[src/rtl/field_borders_ctrl.sv]
// Game-field border renderer with per-side enables and hit-triggered flashing.
// Define FIELD_VERTICAL_BORDERS_EN to render left/right borders as well.
module field_borders_ctrl #(
    parameter int BORDER_WIDTH   = 10,
    parameter int X_LEFT_BORDER  = 19,
    parameter int X_RIGHT_BORDER = 620,
    parameter int Y_UP_BORDER    = 19,
    parameter int Y_DOWN_BORDER  = 460,
    parameter int FLASH_FRAMES   = 8,
    parameter int FLASH_BLINKS   = 3
) (
    input  logic        clk,
    input  logic        reset,
    input  logic [10:0] hcount,
    input  logic [10:0] vcount,
    input  logic        blank,
    input  logic [3:0]  side_en,
    input  logic [3:0]  hit,
    output logic        draw_borders,
    output logic [1:0]  border_side,
    output logic [3:0]  flashing
);

`ifdef FIELD_VERTICAL_BORDERS_EN
    localparam logic [3:0] SIDE_MASK = 4'b1111;
`else
    localparam logic [3:0] SIDE_MASK = 4'b0011;
`endif

    localparam logic [10:0] XL = 11'(X_LEFT_BORDER);
    localparam logic [10:0] XR = 11'(X_RIGHT_BORDER);
    localparam logic [10:0] YU = 11'(Y_UP_BORDER);
    localparam logic [10:0] YD = 11'(Y_DOWN_BORDER);
    localparam logic [10:0] TOP_END   = 11'(Y_UP_BORDER + BORDER_WIDTH - 1);
    localparam logic [10:0] BOT_START = 11'(Y_DOWN_BORDER - BORDER_WIDTH + 1);
`ifdef FIELD_VERTICAL_BORDERS_EN
    localparam logic [10:0] LEFT_END    = 11'(X_LEFT_BORDER + BORDER_WIDTH - 1);
    localparam logic [10:0] RIGHT_START = 11'(X_RIGHT_BORDER - BORDER_WIDTH + 1);
`endif
    localparam logic [7:0] FRAME_LAST = 8'(FLASH_FRAMES - 1);
    localparam logic [4:0] TOG_END    = 5'(2 * FLASH_BLINKS);

    typedef enum logic {IDLE, FLASH} state_t;

    logic [3:0] en;
    logic [3:0] hit_ok;
    logic [3:0] region;
    logic [3:0] visible;
    logic [3:0] active;
    logic [3:0] contrib;
    logic       v_nz_q;
    logic       tick_q;
    logic       draw_d;
    logic [1:0] side_d;

    assign en     = side_en & SIDE_MASK;
    assign hit_ok = hit & en;

    always_comb begin
        region    = '0;
        region[0] = (hcount >= XL) && (hcount <= XR) &&
                    (vcount >= YU) && (vcount <= TOP_END);
        region[1] = (hcount >= XL) && (hcount <= XR) &&
                    (vcount >= BOT_START) && (vcount <= YD);
`ifdef FIELD_VERTICAL_BORDERS_EN
        region[2] = (vcount >= YU) && (vcount <= YD) &&
                    (hcount >= XL) && (hcount <= LEFT_END);
        region[3] = (vcount >= YU) && (vcount <= YD) &&
                    (hcount >= RIGHT_START) && (hcount <= XR);
`endif
    end

    // Tick is registered so every side FSM sees the same one-cycle pulse.
    always_ff @(posedge clk or negedge reset) begin
        if (!reset) begin
            v_nz_q <= 1'b0;
            tick_q <= 1'b0;
        end else begin
            v_nz_q <= |vcount;
            tick_q <= (vcount == 11'd0) && v_nz_q;
        end
    end

    for (genvar i = 0; i < 4; i++) begin : g_side
        state_t     state_q, state_d;
        logic [7:0] frame_q, frame_d;
        logic [4:0] tog_q, tog_d;
        logic       vis_q, vis_d;

        always_ff @(posedge clk or negedge reset) begin
            if (!reset) begin
                state_q <= IDLE;
                frame_q <= '0;
                tog_q   <= '0;
                vis_q   <= 1'b1;
            end else begin
                state_q <= state_d;
                frame_q <= frame_d;
                tog_q   <= tog_d;
                vis_q   <= vis_d;
            end
        end

        always_comb begin
            state_d = state_q;
            frame_d = frame_q;
            tog_d   = tog_q;
            vis_d   = vis_q;
            unique case (state_q)
                IDLE: begin
                    vis_d = 1'b1;
                    if (hit_ok[i]) begin
                        state_d = FLASH;
                        frame_d = '0;
                        tog_d   = '0;
                        vis_d   = 1'b0;
                    end
                end
                FLASH: begin
                    if (!en[i]) begin
                        state_d = IDLE;
                        frame_d = '0;
                        tog_d   = '0;
                        vis_d   = 1'b1;
                    end else if (hit_ok[i]) begin
                        frame_d = '0;
                        tog_d   = '0;
                        vis_d   = 1'b0;
                    end else if (tick_q) begin
                        if (frame_q == FRAME_LAST) begin
                            frame_d = '0;
                            tog_d   = tog_q + 5'd1;
                            vis_d   = !vis_q;
                            if (tog_q + 5'd1 == TOG_END) begin
                                state_d = IDLE;
                                vis_d   = 1'b1;
                            end
                        end else begin
                            frame_d = frame_q + 8'd1;
                        end
                    end
                end
                default: state_d = IDLE;
            endcase
        end

        assign visible[i] = vis_q;
        assign active[i]  = (state_q == FLASH);
    end

    assign contrib = region & en & visible;

    always_comb begin
        draw_d = !blank && (|contrib);
        side_d = 2'd0;
        if (contrib[0])      side_d = 2'd0;
        else if (contrib[1]) side_d = 2'd1;
        else if (contrib[2]) side_d = 2'd2;
        else if (contrib[3]) side_d = 2'd3;
    end

    always_ff @(posedge clk or negedge reset) begin
        if (!reset) begin
            draw_borders <= 1'b0;
            border_side  <= 2'd0;
        end else begin
            draw_borders <= draw_d;
            border_side  <= side_d;
        end
    end

    assign flashing = active & SIDE_MASK;

endmodule

[config.mk]
export PLATFORM = sky130hd
export DESIGN_NAME = field_borders_ctrl
export DESIGN_NICKNAME = d
export VERILOG_FILES = /design/src/rtl/field_borders_ctrl.sv
export SDC_FILE = /design/constraint.sdc
export NUM_CORES = 1
export LEC_CHECK = 0
export CORE_ASPECT_RATIO = 0.9
export CORE_MARGIN = 2
export CORE_UTILIZATION = 53
export CTS_BUF_LIST = sky130_fd_sc_hd__clkbuf_4 sky130_fd_sc_hd__clkbuf_8 sky130_fd_sc_hd__clkbuf_16
export CTS_CLUSTER_DIAMETER = 120
export DETAILED_ROUTE_END_ITERATION = 7
export GPL_TIMING_DRIVEN = 0
export PLACE_DENSITY_LB_ADDON = 0.12
export SETUP_SLACK_MARGIN = 0.5
export SYNTH_ARGS = -nofsm -noshare
export SYNTH_HDL_FRONTEND = slang
export SYNTH_SLANG_ARGS = --single-unit
[constraint.sdc]
create_clock -name clk -period 2 [get_ports clk]
set_input_delay 0.6 -clock clk [delete_from_list [all_inputs] [get_ports clk]]
set_output_delay 0.6 -clock clk [all_outputs]
set_load 0.03 [all_outputs]
Figure 1. Cells by drive strength.
Bar = 20 um.
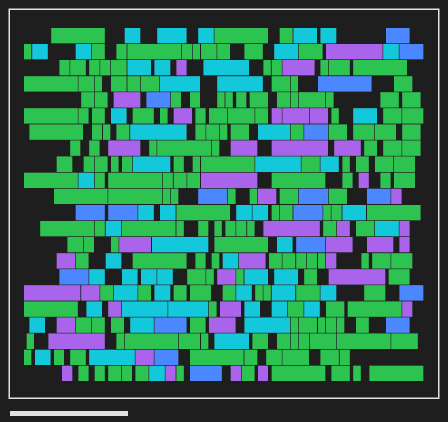
| color | size | cells |
|---|---|---|
| green | _0 and _1 cells | 204 |
| cyan | _3 and _4 cells | 57 |
| purple | _2 cells | 41 |
| blue | _6 and larger | 18 |

Figure 2. Routed clock nets over the placement.
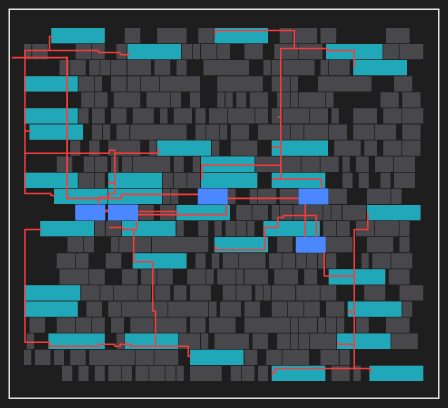
[red] clock wires | length: 475 um
[cyan] flip-flops | count: 34
[blue] clock drivers | count: 5
flops lie: all over the die
Clock Latency Late Sink: 0.28 ns
Clk pwr share: 0.365
Worst Skew: 0.003692 ns
Clock net power: 0.545 mW

==> metrics.yaml <==
power_frac_seq: 0.473
top_layer: "met4"
grt_pass1_vias: 2224
relSlewSlack: 0.4693
wl_um: 6333
synth_cell_type_count: 48
layout.nets: 358
hold_ws_ns: 0.3991
outcome: "finished clean"
wl_met2_um: 3034
p_leak_nw: 1.369
grt_use_met3: 0.06135
power_mw: 1.495
clkTransAtPathRegs_ns: 0.07
fp.dieW_um: 72.35
globalplace.congestion: 0.9246
ir_drop_uv: 812.7
comb_area_um2: 1562
seq_share: 0.2676
worst_ep_required_time_ns: 2.17
detail-route-antenna-nets: 0
period_minus_slack_ns: 1.739
dr.first_iter.drc_count: 194
power_frac_comb: 0.163
hpwlAfterDp_um: 3817
fp-utilization: 0.5507
io_buffers: 31
grt-ovfl-total: 0
final_hold_viol_count: 0
seq_cell_count: 34
grt_usage: 0.2666
topCellsByArea: "dfrtp_1 36%, nand2_1 4.7%, a21oi_1 3.8%, ha_1 3.4%, or4_1 3.0%"
drv_slew: 0
cts-resized-gates: 93
finalCritPeriodShare: 0.8697
largest_registers: "g_side.frame_q: 16 flops, g_side.tog_q: 10 flops"
critPathKind: "reg -> reg"
postCtsSetupRepairBufs: 16
wl_met3_um: 415
dp.cells: 333
ys_cells: 252
buffers: 71
finalInstanceArea_um2: 3212
lay_top_cells: "29 x buf_4, 27 x dfrtp_1, 24 x nand2_1"
dpl_worst_slack_ns: -0.3086
edf_count: 0
syn_avg_cell_area_um2: 8.843
rows: 22
slowest_stage: "or4_4"
cp-endpoint: "g_side[0].state_q"
==> kinds of logic (layout without fill, tap and decap cells) <==
kind of cell	count (synthesis)	count (layout)	share of synthesized area
DFF	34	34	0.3829
muxes	1	1	0.005053
adders and majority gates	6	6	0.03369
other	1	3	0.001683
xor gates and xnor gates	6	6	0.02358
AOI/OAI and AO/OA	67	67	0.2038
and+or+nand+nor	117	117	0.3038
buffers and inverters	20	86	0.04548
==> power by group through the flow <==
| stage | clock network [mW] | registers [mW] | logic [mW] |
|---|---|---|---|
| finish | 0.545 | 0.707 | 0.243 |
| global route | 0.582 | 0.707 | 0.263 |
| CTS | 0.550 | 0.705 | 0.226 |
| detailed placement | 0 | 0.721 | 0.215 |
| global placement | 0 | 0.721 | 0.215 |
| floorplan | 0 | 0.719 | 0.112 |
No activity file was given, so power comes from the tool's default toggle rates.
